<file path="config.mk">
export PLATFORM = sky130hd
export DESIGN_NAME = lfsr_prbs
export DESIGN_NICKNAME = d
export VERILOG_FILES = /design/src/rtl/lfsr_prbs.sv
export SDC_FILE = /design/constraint.sdc
export NUM_CORES = 1
export LEC_CHECK = 0
export CELL_PAD_IN_SITES_DETAIL_PLACEMENT = 0
export CELL_PAD_IN_SITES_GLOBAL_PLACEMENT = 2
export CORE_UTILIZATION = 20
export CTS_CLUSTER_SIZE = 24
export DETAILED_ROUTE_END_ITERATION = 16
export GPL_ROUTABILITY_DRIVEN = 0
export HOLD_SLACK_MARGIN = 0.12
export PLACE_DENSITY_LB_ADDON = 0.1
export SYNTH_ARGS = -nofsm -noshare
export SYNTH_HDL_FRONTEND = slang
export SYNTH_SLANG_ARGS = --single-unit
export TNS_END_PERCENT = 50
</file>
<file path="constraint.sdc">
create_clock -name clk -period 3 [get_ports clk]
set_clock_uncertainty 0.15 [all_clocks]
set_input_delay 0.6 -clock clk [delete_from_list [all_inputs] [get_ports clk]]
set_output_delay 0.6 -clock clk [all_outputs]
set_load 0.01 [all_outputs]
</file>
<file path="src/rtl/lfsr_prbs.sv">
// lfsr_prbs: Fibonacci LFSR pattern generator with an optional
// self-synchronising readback checker (one clock domain).
// Build option: define LFSR_PRBS_CHECKER_EN to build the checker. Without it,
// chk_locked/chk_err/err_count are tied to zero and the chk_* inputs are ignored.
module lfsr_prbs #(
  parameter int                 WIDTH        = 22,
  parameter logic [WIDTH-1:0]   TAPS         = WIDTH'(22'h300000),
  parameter logic [WIDTH-1:0]   SEED         = WIDTH'(4),
  parameter int                 LOCK_COUNT   = 4,
  parameter int                 UNLOCK_COUNT = 8,
  parameter int                 ERR_W        = 16
) (
  input  logic             clk,
  input  logic             reset_n,
  input  logic             ena,
  input  logic             load,
  input  logic [WIDTH-1:0] seed_in,
  output logic [WIDTH-1:0] lfsr,
  input  logic             chk_valid,
  input  logic [WIDTH-1:0] chk_data,
  input  logic             chk_clear,
  output logic             chk_locked,
  output logic             chk_err,
  output logic [ERR_W-1:0] err_count
);

  // One LFSR step; the all-zero lockup state recovers to SEED.
  function automatic logic [WIDTH-1:0] step(input logic [WIDTH-1:0] x);
    if (x == '0) step = SEED;
    else         step = {x[WIDTH-2:0], ^(x & TAPS)};
  endfunction

  logic [WIDTH-1:0] lfsr_q, lfsr_d;

  // Generator next state: load beats ena; a zero load value is replaced by SEED.
  always_comb begin
    lfsr_d = lfsr_q;
    if (load)     lfsr_d = (seed_in == '0) ? SEED : seed_in;
    else if (ena) lfsr_d = step(lfsr_q);
  end

  // Generator state register.
  always_ff @(posedge clk or negedge reset_n) begin
    if (!reset_n) lfsr_q <= SEED;
    else          lfsr_q <= lfsr_d;
  end

  assign lfsr = lfsr_q;

`ifdef LFSR_PRBS_CHECKER_EN
  typedef enum logic {HUNT, LOCKED} state_e;

  state_e           state_q, state_d;
  logic [WIDTH-1:0] exp_q, exp_d;
  logic [7:0]       match_q, match_d;
  logic [7:0]       miss_q, miss_d;
  logic             locked_q, locked_d;
  logic             err_q, err_d;
  logic [ERR_W-1:0] cnt_q, cnt_d;
  logic [7:0]       match_inc, miss_inc;

  assign match_inc = match_q + 8'd1;
  assign miss_inc  = miss_q + 8'd1;

  // Checker next state: HUNT reseeds the replica from the data stream,
  // LOCKED free-runs the replica so bad words cannot pull it off sequence.
  always_comb begin
    state_d = state_q;
    exp_d   = exp_q;
    match_d = match_q;
    miss_d  = miss_q;
    err_d   = 1'b0;
    cnt_d   = cnt_q;
    if (chk_valid) begin
      case (state_q)
        HUNT: begin
          exp_d = step(chk_data);
          if (chk_data == exp_q && chk_data != '0) begin
            if (match_inc == 8'(LOCK_COUNT)) begin
              state_d = LOCKED;
              match_d = '0;
              miss_d  = '0;
            end else begin
              match_d = match_inc;
            end
          end else begin
            match_d = '0;
          end
        end
        LOCKED: begin
          exp_d = step(exp_q);
          if (chk_data == exp_q) begin
            miss_d = '0;
          end else begin
            err_d = 1'b1;
            if (cnt_q != '1) cnt_d = cnt_q + ERR_W'(1);
            if (miss_inc == 8'(UNLOCK_COUNT)) begin
              state_d = HUNT;
              match_d = '0;
              miss_d  = '0;
              exp_d   = step(chk_data);
            end else begin
              miss_d = miss_inc;
            end
          end
        end
        default: state_d = HUNT;
      endcase
    end
    // Clear wins over a coincident increment; lock state is untouched.
    if (chk_clear) cnt_d = '0;
    locked_d = (state_d == LOCKED);
  end

  // Checker state registers.
  always_ff @(posedge clk or negedge reset_n) begin
    if (!reset_n) begin
      state_q  <= HUNT;
      exp_q    <= '0;
      match_q  <= '0;
      miss_q   <= '0;
      locked_q <= 1'b0;
      err_q    <= 1'b0;
      cnt_q    <= '0;
    end else begin
      state_q  <= state_d;
      exp_q    <= exp_d;
      match_q  <= match_d;
      miss_q   <= miss_d;
      locked_q <= locked_d;
      err_q    <= err_d;
      cnt_q    <= cnt_d;
    end
  end

  assign chk_locked = locked_q;
  assign chk_err    = err_q;
  assign err_count  = cnt_q;
`else
  logic unused_chk;
  assign unused_chk = ^{chk_valid, chk_data, chk_clear};
  assign chk_locked = 1'b0;
  assign chk_err    = 1'b0;
  assign err_count  = '0;
`endif

endmodule

</file>
Fig. 1: signal wires on met3
(6 px per µm)
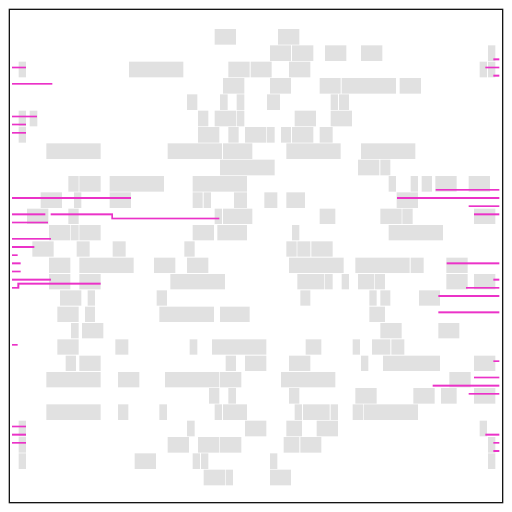
The longest straight run is 19.6 µm. The layer carries 214 µm of wire. The wires run mostly horizontal. 38 nets have wire on it. The layer holds 5.9% of the routed length.

Fig. 2: clock nets
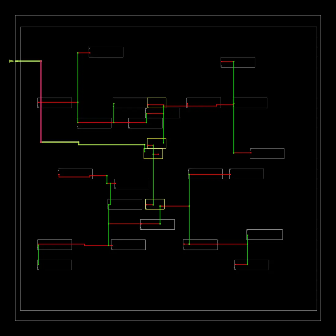
sequential cells: 22
number of clock-tree buffers in the layout: 4

==> summary.rpt <==
=================================================================================
Number of warnings the tools reported                                          50
Total of cells resized after clock tree synthesis                               0
ANT cells                                                                       0
R2r startpoint                                                       lfsr[20]$_DFFE_PN0P_
Average vias per placed instance                                             4.23
Count of yosys warnings during synthesis                                        0
Run status                                                              completed
Post-layout min period                                                    2120 ps
Number of buffers created by CTS                                                3
Number of routed nets with antenna violations                                   0
Worst path slowest cell                                              sky130_fd_sc_hd__dfstp_2
Number of detailed-route iterations in the first pass                           2
Final hold viol count                                                           0
Most common cell after layout, fill and taps aside                   sky130_fd_sc_hd__clkdlybuf4s50_1
# DRC                                                                           0
Total track usage                                                           11.1%
Clk_lat worst skew                                                         260 ps
P&R area growth vs syn                                                      43.1%
Final Max Slew Viols                                                            0
Sequential fraction of the synthesis area                                   43.1%
VDD IR-drop max                                                        0.000138 V
CP Cell Sequence                                                     clkdlybuf4s50_1
FF-to-FF End                                                         lfsr[2]$_DFFE_PN1P_
Clk Tree Root Cell                                                   sky130_fd_sc_hd__clkbuf_8
Count of different cell masters after synthesis                                24
Synthesized cell area                                                    1280 µm²
Crit path DAT                                                             1370 ps
Final routed wire length divided by cell count                            14.1 µm
Starting density of the core                                                21.1%
Residual overflow from global routing                                           0
Post-route setup slack                                                     882 ps
Share of cells above drive strength 1                                       6.56%
Crit Path Category                                                   register to output port
Synthesized chip area reported by yosys                                  1280 µm²
Total setup buffers inserted after CTS                                          0
Hold Path Cell Cnt                                                              2
Final worst-path cycle share                                                70.6%
Crit Path Max Fanout                                                            4
R2R setup slack                                                           1330 ps
Die Height                                                                  82 µm
Sort of element at the start of the critical path                        register
Total wire length after detailed routing                                  3630 µm
Leak Pwr                                                                 0.797 nW
Number of top-level pins                                                       90
Crit-path max cell delay                                                   570 ps
Average instance area after synthesis                                    9.41 µm²
Length in cells of the worst reg-to-reg path                                    6
Number of placement rows                                                       28
TNS Setup                                                                    0 ps
Power density cells                                                    434 nW/µm²
Worst slack at placement                                                   657 ps
TritonCTS sink count                                                           22
Most area-consuming cells after synthesis                            sky130_fd_sc_hd__dfrtp_1, sky130_fd_sc_hd__mux2i_1, sky130_fd_sc_hd__buf_4
Final instance count without filler cells                                     258
Combinational cell area excluding buffers and inverters                   612 µm²
Cell Count Post-Placement                                                     254
Post-layout net count                                                         235
Setup violations, final                                                         0
Worst min-delay path category                                        register to register
Chip width                                                                  82 µm
Worst Hold Endpoint                                                  lfsr[21]$_DFFE_PN0P_
Count of filler cells inserted in the layout                                  662
Clock slew at reported path FFs                                             80 ps
Number of vias after detailed routing                                        1092
Cell count after synthesis                                                    136
Wire length of the first global-routing pass                              5530 µm
Antenna violations before repair                                                0
Buffer and inverter count on the worst path                                     1
Number of max-capacitance violations reported                                   0
1st-iter DRT viols                                                             35
Vias in the first global route                                               1065
Count of input and output buffers                                              47
Post-detail-place hpwl                                                    2790 µm
Hold path startpoint                                                 lfsr[20]$_DFFE_PN0P_
Largest register FFs                                                           22
#FFs+latches synth                                                             22
Setup crit end kind                                                   output port
Commonest cells after routing, fill and taps aside                   sky130_fd_sc_hd__clkdlybuf4s50_1, sky130_fd_sc_hd__mux2i_1, sky130_fd_sc_hd__nand2_1, sky130_fd_sc_hd__dfrtp_1, sky130_fd_sc_hd__o21ai_0
Hold-fix buffers at CTS                                                         0
Cell family contributing the most delay on the critical path           flip-flops
Library cell occupying the most area in the post-synthesis netlist   sky130_fd_sc_hd__dfrtp_1
Max Fclk                                                                0.472 GHz
Clock buffer depth                                                              2
Pin count of the biggest net entering global routing                           27
Core area                                                                6060 µm²
Area share, top type                                                        41.1%
Post-synthesis cell count from yosys                                          136
Total area of sequential cells                                            552 µm²
TritonCTS clock tree                                                          yes
Area of the chip                                                         6720 µm²
RSZ-0062 raised after global routing                                        false
Critical Path RT                                                          2250 ps
H-tree lvl count                                                                1
=================================================================================
Fig. 3: placement by cell class
(6 px per µm)
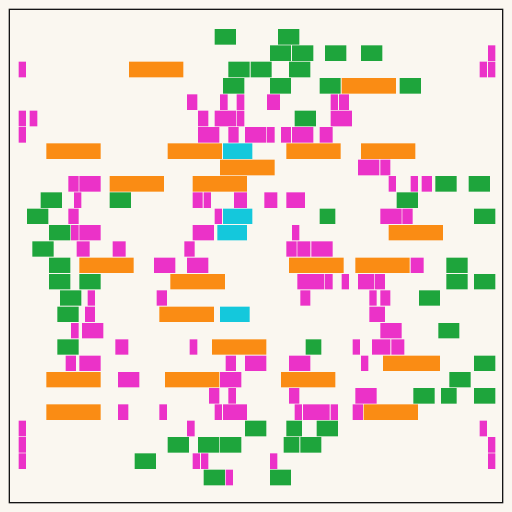
registers: in orange, cells 22, share of their area 32%. remaining buffers and delay cells: in green, cells 52, share of their area 29%. clock drivers and dummy loads: in cyan, cells 4, share of their area 3.2%. remaining logic cells: in magenta, cells 105, share of their area 36%.

Fig. 4: a small window of the routed layout
Window x 32 to 82, y 32 to 82 µm. Cells in gray, sequential cells in the stronger gray; small squares are vias.
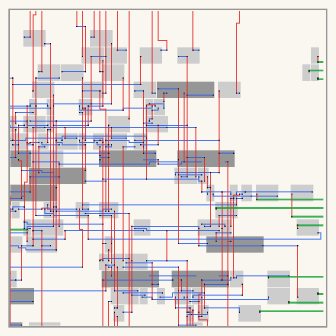
M3: in green. M1: in blue. M2: in red.
Netlist names of flops here include lfsr (8). 79 logic cells have their middle in the window. Sequential cells in the window: 8. Most frequent: clkdlybuf4s50_1 (22), nand2_1 (10), mux2i_1 (9).

-- per-layer routing --
metal / share of wire [%] / vias to the layer above / track usage, %
met5: 0 / - / 0
met4: 0.58 / 0 / 3.16
li1: - / 533 / -
met2: 46 / 38 / 17.4
met3: 5.9 / 2 / 2.33
met1: 47 / 519 / 15.2
-- worst max path at each step --
stage	startpoint	endpoint	slack (ps)	cells after the start
final	lfsr[2]$_DFFE_PN1P_	lfsr[2]	880	1
after global routing	lfsr[2]$_DFFE_PN1P_	lfsr[2]	810	1
after CTS	lfsr[2]$_DFFE_PN1P_	lfsr[2]	860	1
after detailed placement	seed_in[6]	lfsr[2]$_DFFE_PN1P_	660	5
after global placement	seed_in[6]	lfsr[2]$_DFFE_PN1P_	690	5
after floorplan	seed_in[3]	lfsr[2]$_DFFE_PN1P_	1320	3
-- Yosys cell counts --
| cell type | n |
|---|---|
| sky130_fd_sc_hd__nor2_1 | 1 |
| sky130_fd_sc_hd__inv_1 | 3 |
| sky130_fd_sc_hd__nor3_1 | 2 |
| sky130_fd_sc_hd__nor4_1 | 6 |
| sky130_fd_sc_hd__buf_2 | 3 |
| sky130_fd_sc_hd__nor2b_1 | 1 |
| sky130_fd_sc_hd__o31ai_1 | 1 |
| sky130_fd_sc_hd__o22a_1 | 1 |
| sky130_fd_sc_hd__nor4_2 | 1 |
| sky130_fd_sc_hd__o211ai_1 | 1 |
| sky130_fd_sc_hd__nor4b_1 | 1 |
| sky130_fd_sc_hd__nand2b_1 | 1 |
| sky130_fd_sc_hd__dfrtp_1 | 21 |
| sky130_fd_sc_hd__conb_1 | 1 |
| sky130_fd_sc_hd__buf_4 | 18 |
| sky130_fd_sc_hd__a21oi_1 | 2 |
| sky130_fd_sc_hd__mux2i_1 | 21 |
| sky130_fd_sc_hd__nand4_1 | 2 |
| sky130_fd_sc_hd__ha_1 | 1 |
| sky130_fd_sc_hd__nand2_1 | 21 |
| sky130_fd_sc_hd__clkbuf_1 | 5 |
| sky130_fd_sc_hd__or4_4 | 1 |
| sky130_fd_sc_hd__o21ai_0 | 20 |
| sky130_fd_sc_hd__dfstp_2 | 1 |
-- where the power goes --
part,switching [mW],total (mW),internal [mW],leakage [nW]
combinational,0.0941,0.214,0.120,0.503
sequential,0.0372,0.366,0.329,0.265
clock,0.0986,0.215,0.117,0.0288
total,0.230,0.796,0.566,0.797
-- area by class of cell --
type,count,area share (%)
clock buffer,4,3.01
inverter,3,0.615
multi-input combinational,102,33.4
sequential,22,30.1
tap,75,5.12
timing repair buffer,52,27.7
-- cell families after synthesis --
kind of cell,Yosys count,share of synthesized area (%)
multiplexers,21,16.4
other,1,0.293
AND-OR/OR-AND,25,10.5
AND/OR/NAND/NOR,37,14.7
flip-flops,22,43.1
adder cells (fa/ha/maj),1,0.977
buffers and inverters,29,14.1
-- stage by stage --
step                hold WS (ps)  util [%]  cell area [µm²]  power [mW]
finish                       473      30.2             1830       0.796
global placement             454      29.3             1780       0.591
global route                 510      30.2             1830       0.854
detailed placement           458      29.3             1780       0.591
CTS                          479      30.2             1830       0.818
floorplan                    154         -             1340       0.471
No activity file was given, so power comes from the tool's default toggle rates.
